--- src/rtl/uart_pkg.sv ---
// Shared UART types and defaults: receiver state encoding and oversample ratio.
`timescale 1ns/1ps
package uart_pkg;

  localparam int unsigned UART_OVERSAMPLE = 16;
  localparam int unsigned UART_DATA_BITS  = 8;

  typedef enum logic [2:0] {
    IDLE,
    START,
    DATA,
    PARITY,
    STOP,
    BREAK
  } rx_state_t;

endpackage

--- src/rtl/uart_rx_if.sv ---
// Serial-in / word-out bundle between the sample strobe source, the line and the byte consumer.
`timescale 1ns/1ps
interface uart_rx_if #(
  parameter int unsigned DATA_BITS = 8
);
  logic                 sample_en;
  logic                 rx;
  logic [DATA_BITS-1:0] rx_data;
  logic                 rx_valid;
  logic                 parity_err;
  logic                 frame_err;
  logic                 busy;

  modport master (
    input  sample_en, rx,
    output rx_data, rx_valid, parity_err, frame_err, busy
  );

  modport slave (
    output sample_en, rx,
    input  rx_data, rx_valid, parity_err, frame_err, busy
  );
endinterface

--- src/rtl/uart_rx_sync.sv ---
// Two-flop synchroniser for the async serial line plus rising-edge detect on the oversample strobe.
`timescale 1ns/1ps
module uart_rx_sync (
  input  logic clk,
  input  logic rst,
  input  logic sample_en,
  input  logic rx,
  output logic rx_s,
  output logic tick
);

  logic rx_m;
  logic sample_en_d;

  // Delay flop resets high so a strobe already asserted at reset release is not counted.
  always_ff @(posedge clk) begin
    if (rst) begin
      rx_m        <= 1'b1;
      rx_s        <= 1'b1;
      sample_en_d <= 1'b1;
    end else begin
      rx_m        <= rx;
      rx_s        <= rx_m;
      sample_en_d <= sample_en;
    end
  end

  assign tick = sample_en & ~sample_en_d;

endmodule

--- src/rtl/uart_rx.sv ---
// Oversampling UART receiver: start/data/parity/stop framing rebuilt into parallel words.
`timescale 1ns/1ps
module uart_rx
  import uart_pkg::*;
#(
  parameter int unsigned DATA_BITS  = UART_DATA_BITS,
  parameter int unsigned OVERSAMPLE = UART_OVERSAMPLE,
  parameter int unsigned PARITY_EN  = 0,
  parameter int unsigned PARITY_ODD = 0
) (
  input logic       clk,
  input logic       rst,
  uart_rx_if.master bus
);

  localparam int unsigned SW = $clog2(OVERSAMPLE);
  localparam int unsigned BW = $clog2(DATA_BITS);
  localparam logic [SW-1:0] MID_CNT  = SW'(OVERSAMPLE / 2 - 1);
  localparam logic [SW-1:0] LAST_CNT = SW'(OVERSAMPLE - 1);
  localparam logic [BW-1:0] LAST_BIT = BW'(DATA_BITS - 1);

  rx_state_t            state;
  logic [SW-1:0]        smp_cnt;
  logic [BW-1:0]        bit_cnt;
  logic [DATA_BITS-1:0] shift;
  logic                 perr;
  logic                 rx_s;
  logic                 tick;

  uart_rx_sync u_sync (
    .clk       (clk),
    .rst       (rst),
    .sample_en (bus.sample_en),
    .rx        (bus.rx),
    .rx_s      (rx_s),
    .tick      (tick)
  );

  // Framing FSM; advances only on sample ticks, pulses last exactly one clk.
  always_ff @(posedge clk) begin
    if (rst) begin
      state          <= IDLE;
      smp_cnt        <= '0;
      bit_cnt        <= '0;
      shift          <= '0;
      perr           <= 1'b0;
      bus.rx_data    <= '0;
      bus.rx_valid   <= 1'b0;
      bus.parity_err <= 1'b0;
      bus.frame_err  <= 1'b0;
      bus.busy       <= 1'b0;
    end else begin
      bus.rx_valid  <= 1'b0;
      bus.frame_err <= 1'b0;
      if (tick) begin
        case (state)
          IDLE: begin
            if (!rx_s) begin
              state    <= START;
              smp_cnt  <= '0;
              bus.busy <= 1'b1;
            end
          end
          START: begin
            if (smp_cnt == MID_CNT) begin
              smp_cnt <= '0;
              bit_cnt <= '0;
              if (rx_s) begin
                state    <= IDLE;
                bus.busy <= 1'b0;
              end else begin
                state <= DATA;
              end
            end else begin
              smp_cnt <= smp_cnt + SW'(1);
            end
          end
          DATA: begin
            if (smp_cnt == LAST_CNT) begin
              smp_cnt <= '0;
              shift   <= {rx_s, shift[DATA_BITS-1:1]};
              if (bit_cnt == LAST_BIT) begin
                bit_cnt <= '0;
                state   <= (PARITY_EN != 0) ? PARITY : STOP;
              end else begin
                bit_cnt <= bit_cnt + BW'(1);
              end
            end else begin
              smp_cnt <= smp_cnt + SW'(1);
            end
          end
          PARITY: begin
            if (smp_cnt == LAST_CNT) begin
              smp_cnt <= '0;
              perr    <= ((^shift) ^ rx_s) != 1'(PARITY_ODD);
              state   <= STOP;
            end else begin
              smp_cnt <= smp_cnt + SW'(1);
            end
          end
          STOP: begin
            if (smp_cnt == LAST_CNT) begin
              smp_cnt <= '0;
              if (rx_s) begin
                bus.rx_valid   <= 1'b1;
                bus.rx_data    <= shift;
                bus.parity_err <= (PARITY_EN != 0) ? perr : 1'b0;
                bus.busy       <= 1'b0;
                state          <= IDLE;
              end else begin
                bus.frame_err <= 1'b1;
                state         <= BREAK;
              end
            end else begin
              smp_cnt <= smp_cnt + SW'(1);
            end
          end
          BREAK: begin
            // Line must return high before another start bit can be accepted.
            if (rx_s) begin
              state    <= IDLE;
              bus.busy <= 1'b0;
            end
          end
          default: begin
            state    <= IDLE;
            bus.busy <= 1'b0;
          end
        endcase
      end
    end
  end

endmodule
--- src/flat_wrapper.sv ---
// flat-port wrapper written by rule: the top's interface ports become plain ports
module uart_rx_flat import uart_pkg::*;
#(
  parameter int unsigned DATA_BITS  = UART_DATA_BITS,
  parameter int unsigned OVERSAMPLE = UART_OVERSAMPLE,
  parameter int unsigned PARITY_EN  = 0,
  parameter int unsigned PARITY_ODD = 0
)
  (clk, rst, bus_sample_en, bus_rx, bus_rx_data, bus_rx_valid, bus_parity_err, bus_frame_err, bus_busy);
  uart_rx_if #(.DATA_BITS(DATA_BITS)) bus_i ();
  input logic clk;
  input logic rst;
  input wire logic [$bits(bus_i.sample_en)-1:0] bus_sample_en;
  input wire logic [$bits(bus_i.rx)-1:0] bus_rx;
  output wire logic [$bits(bus_i.rx_data)-1:0] bus_rx_data;
  output wire logic [$bits(bus_i.rx_valid)-1:0] bus_rx_valid;
  output wire logic [$bits(bus_i.parity_err)-1:0] bus_parity_err;
  output wire logic [$bits(bus_i.frame_err)-1:0] bus_frame_err;
  output wire logic [$bits(bus_i.busy)-1:0] bus_busy;
  assign bus_i.sample_en = bus_sample_en;
  assign bus_i.rx = bus_rx;
  assign bus_rx_data = bus_i.rx_data;
  assign bus_rx_valid = bus_i.rx_valid;
  assign bus_parity_err = bus_i.parity_err;
  assign bus_frame_err = bus_i.frame_err;
  assign bus_busy = bus_i.busy;
  uart_rx #(.DATA_BITS(DATA_BITS), .OVERSAMPLE(OVERSAMPLE), .PARITY_EN(PARITY_EN), .PARITY_ODD(PARITY_ODD)) u_core (.clk(clk), .rst(rst), .bus(bus_i));
endmodule
--- config.mk ---
export PLATFORM = sky130hd
export DESIGN_NAME = uart_rx_flat
export DESIGN_NICKNAME = d
export VERILOG_FILES = /design/src/rtl/uart_pkg.sv /design/src/rtl/uart_rx_if.sv /design/src/rtl/uart_rx_sync.sv /design/src/rtl/uart_rx.sv /design/src/flat_wrapper.sv
export SDC_FILE = /design/constraint.sdc
export NUM_CORES = 1
export LEC_CHECK = 0
export ABC_AREA = 0
export CAP_MARGIN = 5
export CORE_MARGIN = 3
export CORE_UTILIZATION = 59
export DETAILED_ROUTE_END_ITERATION = 16
export HOLD_SLACK_MARGIN = 0.12
export PLACE_DENSITY = 0.83
export RECOVER_POWER = 50
export SLEW_MARGIN = 0
export SYNTH_ARGS = -nofsm -noshare
export SYNTH_HDL_FRONTEND = slang
export SYNTH_SLANG_ARGS = --single-unit
--- constraint.sdc ---
create_clock -name clk -period 2.6 [get_ports clk]
set_input_delay 0.26 -clock clk [delete_from_list [all_inputs] [get_ports clk]]
set_output_delay 0.26 -clock clk [all_outputs]
set_load 0.01 [all_outputs]
==> impl_metrics.csv, run 1 <==
group,metric,value,unit
logic_synthesis,and_or_nand_nor_cells_area_fraction,25.2,%
pwr,power.ir.vdd_worst,487,uV
logic_synthesis,ys_types,38,
logic_synthesis,ys_area,1480,um2
final_layout,num-clock-buffers,7,
floorplanning,floorplanUtilization,64.4,%
clocking,tritoncts,"built",
routing,dr_wl_met3,150,um
min_path,hp-start,"u_core.u_sync.rx_m$_SDFF_PP1_",
global_routing,global_route.overflow_total,0,
sta,transition_time_at_the_pin_with_the_least_slew_margin,0.882,ns
setup_path,setup.reg_to_reg.worst_slack,0.41,ns
setup_path,cp_max_fo,15,
logic_synthesis,cell_area_synth,1480,um2
final_layout,dominant_cells,"multi-input combinational cells",
setup_path,critical-path-slowest-cell,"dfxtp_1",
pwr,overall_power_consumption,829,uW
final_layout,nMultiInputCombCells,120,
final_layout,flip_flop_and_latch_area,641,um2
pwr,leading_power_group,"sequential cells",
setup_path,worstRegToRegCells,5,
routing,drt-met1-wl,1340,um
setup_path,worst_path_required_time,2.79,ns
routing,via_count,1218,
sta,rsz_0062_raised_after_global_routing,"no",
global_routing,grt_start_max_net_pins,19,
setup_path,critical_path_cell_count,5,
setup_path,critPathKind,"reg2reg",
clocking,cts.sink_count,32,
final_layout,combGateArea,781,um2
final_layout,mostFrequentLayoutCells,"32 x dfxtp_1, 24 x nor2_1, 17 x mux2i_1",
logic_synthesis,ff_type,"dfxtp_1",
pwr,leakagePower,0.000674,uW
logic_synthesis,synthesis.yosys.warnings,0,
final_layout,buf_share,9.84,%
global_routing,grt_use_met2,30.7,%
setup_path,end_kind,"register",
logic_synthesis,synthesis.nets,172,
logic_synthesis,common_cells,"32 x dfxtp_1, 24 x nor2_1, 17 x mux2i_1",
logic_synthesis,syn_area_per_cell,8.97,um2
routing,highest-signal-layer,"met4",
setup_path,crit_path_cells,"nor2b_1 > nor4b_2 > clkbuf_1 > mux2i_1 > nor2_1",
place,placedInstanceArea,1640,um2
final_layout,num-nonclk-inverters,1,
setup_path,worst-path-buf-inv,1,
setup_path,critPathLaunch,"u_core.state[1]$_SDFFE_PP0P_",
final_layout,comb_area_share,46.2,%
logic_synthesis,ao_oa_area_share,12.6,%
routing,dr.pass1.iters,4,
logic_synthesis,yosysTopAreaCellShare,43.3,%
routing,routed_wire_per_std_cell,13.8,um
pwr,share_of_power_burned_in_registers,59.7,%
global_routing,vias_in_the_first_global_route,1160,
logic_synthesis,synthXorXnorAreaFrac,0,%
logic_synthesis,synth.most_common_cell,"dfxtp_1",
sta,fin_crit_sh,84.4,%
outcome,run_status,"finished, final reports clean",
routing,initialDrtViolationCount,41,
floorplanning,io-pin-count,16,
global_routing,gr-usage-met1,28.8,%
flow_run,warning_count,26,
place,final_replace_weighted_congestion,0.829,
min_path,min-delay-path-class,"reg2reg",
sta,max_freq,0.456,GHz
logic_synthesis,top_area_cell,"dfxtp_1",
sta,skew,0.00955,ns
pwr,power_report.internal_total,658,uW
global_routing,groute.usage.overall,20.7,%
logic_synthesis,synth.area.top_cells,"dfxtp_1 43%, mux2i_1 11%, nor2_1 6.1%",
routing,met2_wl_post_dr,1330,um
pwr,p_seq,495,uW
place,place.detailed.hpwl,2070,um
setup_path,reg2reg_to,"u_core.shift[7]$_SDFFE_PP0P_",
sta,finalHoldViolations,0,
clocking,htreeDepth,2,
final_layout,synthToLayoutAreaGrowth,14.3,%
logic_synthesis,ys_sh_mux,11.5,%
floorplanning,die_extent_in_x,56.1,um
global_routing,grt_antenna_before_repair,0,
pwr,power.share.combinational,3.6,%
sta,worst_slew_margin_rel,40.4,%
sta,setup_slack,0.406,ns
final_layout,layout.clock.cell_area_share,3.85,%
logic_synthesis,yosys.stat.seqShare,43.3,%
pwr,switching_power,171,uW
setup_path,worstPathArrival,2.38,ns
place,placement.setup.worst_slack,0.569,ns
pwr,pg_clk,305,uW
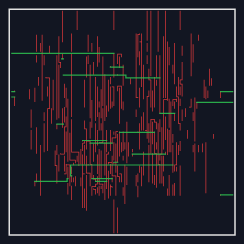
Figure 1: run 1, signal wires by layer.
(4 px per um) Two of the layers only.
Key: red = met2 [wire length 1330 um]; green = met3 [wire length 150 um]

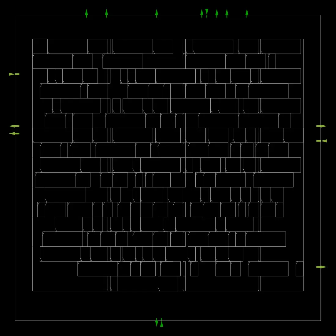
Figure 2: run 1, placed standard cells.
fin cells: 206
Std-Cell Rows: 17
Placeable Area: 2300 um2
Taps Inserted: 28
filler cell count: 168

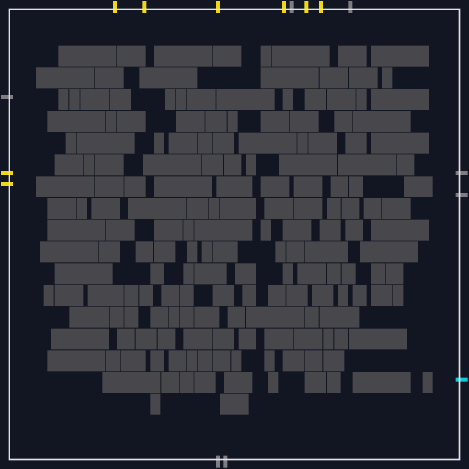
Figure 3: run 1, pin placement.
(8 px per um) Pins as bars across the die edge, other pins in grey.
Key: yellow = bus_rx_data [pins 8, direction output, edge 6 top, 2 left]; cyan = bus_parity_err [pins 1, direction output, edge right]
All pins by edge: 8 top, 3 right, 3 left, 2 bottom.

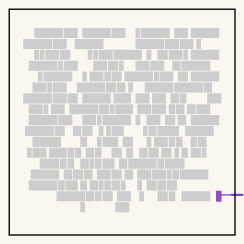
Figure 4: run 1, wires at chosen ports, followed through buffers.
(4 px per um)
Key: purple = bus_parity_err [bits 1, direction output, edge right, end cells 1, buffers 0, wire 3.20 um]

Figure 5. Signal wires on met2 (run 1).
(8 px per um)
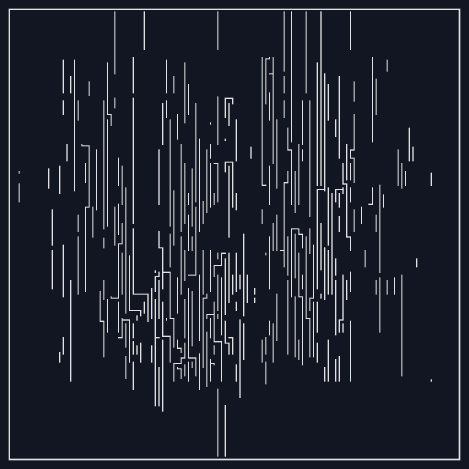

==> run 2: changes to the inputs <==
--- a/config.mk
+++ b/config.mk
@@ -8,10 +8,10 @@
 export ABC_AREA = 0
 export CAP_MARGIN = 5
 export CORE_MARGIN = 3
-export CORE_UTILIZATION = 59
+export CORE_UTILIZATION = 49
 export DETAILED_ROUTE_END_ITERATION = 16
 export HOLD_SLACK_MARGIN = 0.12
-export PLACE_DENSITY = 0.83
+export PLACE_DENSITY = 0.73
 export RECOVER_POWER = 50
 export SLEW_MARGIN = 0
 export SYNTH_ARGS = -nofsm -noshare
==> constraint.sdc (replaced) <==
create_clock -name clk -period 1.8 [get_ports clk]
set_input_delay 0.18 -clock clk [delete_from_list [all_inputs] [get_ports clk]]
set_output_delay 0.18 -clock clk [all_outputs]
set_load 0.01 [all_outputs]
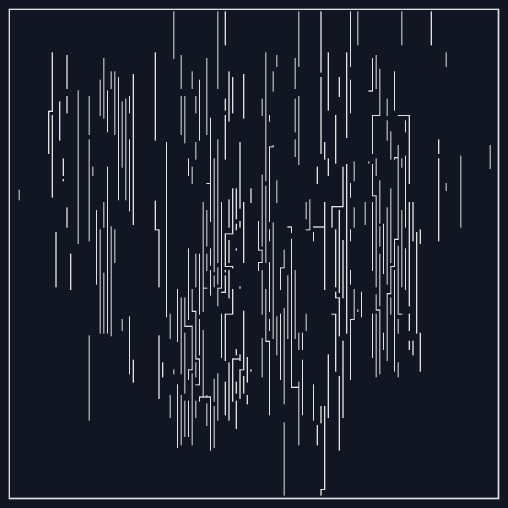
Figure 6: run 2, signal wires on met2.
(8 px per um)
The layer holds 48% of the routed length. 170 nets have wire on it. The layer carries 1500 um of wire.

==> run 2 against run 1 <==
Net effect: design area is 7.2% higher; clock skew is 0.0065 ns higher; synthesized cell count stayed put; first-iteration DRC count is 24% higher; maximum frequency is 25% higher; via count is 1.9% higher; die area is 18% higher; critical path depth is 1 higher; final cell count is 8.3% higher; wire length is 8.9% higher; largest cell class unchanged; highest routed layer unchanged.
==> impl_metrics.csv, run 2 <==
group,metric,value,unit
sta,skew,0.0161,ns
pwr,power.share.combinational,3.7,%
pwr,p_seq,714,uW
logic_synthesis,cell_area_synth,1480,um2
global_routing,groute.usage.overall,18.8,%
logic_synthesis,yosys.stat.seqShare,43.3,%
setup_path,end_kind,"register",
clocking,tritoncts,"built",
floorplanning,io-pin-count,16,
pwr,overall_power_consumption,1300,uW
place,placedInstanceArea,1740,um2
clocking,cts.sink_count,32,
setup_path,critPathLaunch,"u_core.bit_cnt[0]$_SDFFE_PP0P_",
sta,fin_crit_sh,97.4,%
final_layout,synthToLayoutAreaGrowth,22.5,%
logic_synthesis,top_area_cell,"dfxtp_1",
pwr,share_of_power_burned_in_registers,55.2,%
place,final_replace_weighted_congestion,0.836,
final_layout,flip_flop_and_latch_area,643,um2
pwr,pg_clk,533,uW
logic_synthesis,synthXorXnorAreaFrac,0,%
sta,finalHoldViolations,0,
global_routing,vias_in_the_first_global_route,1188,
setup_path,critical_path_cell_count,6,
pwr,power.ir.vdd_worst,440,uV
logic_synthesis,ys_sh_mux,11.5,%
setup_path,setup.reg_to_reg.worst_slack,0.05,ns
outcome,run_status,"finished, final reports clean",
routing,dr.pass1.iters,4,
min_path,min-delay-path-class,"in2reg",
routing,dr_wl_met3,109,um
routing,routed_wire_per_std_cell,13.9,um
global_routing,gr-usage-met1,22.9,%
logic_synthesis,synth.most_common_cell,"dfxtp_1",
flow_run,warning_count,26,
final_layout,instances_no_fill,223,
setup_path,worst_path_required_time,2.06,ns
sta,max_freq,0.570,GHz
setup_path,reg2reg_to,"u_core.state[1]$_SDFFE_PP0P_",
setup_path,critical-path-slowest-cell,"or4b_1",
pwr,switching_power,272,uW
min_path,hp-start,"bus_rx",
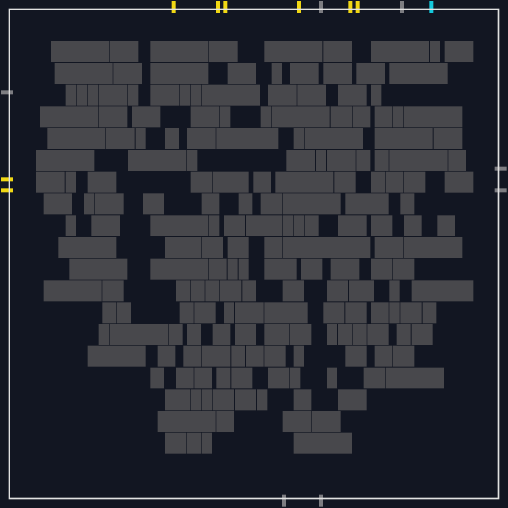
Figure 7: run 2, pin placement.
(8 px per um) Pins as bars across the die edge, other pins in grey.
Key: cyan = bus_parity_err [pins 1, direction output, edge top]; yellow = bus_rx_data [pins 8, direction output, edge 6 top, 2 left]
All pins by edge: 9 top, 3 left, 2 bottom, 2 right.

Power is estimated from default activity; no workload was simulated.
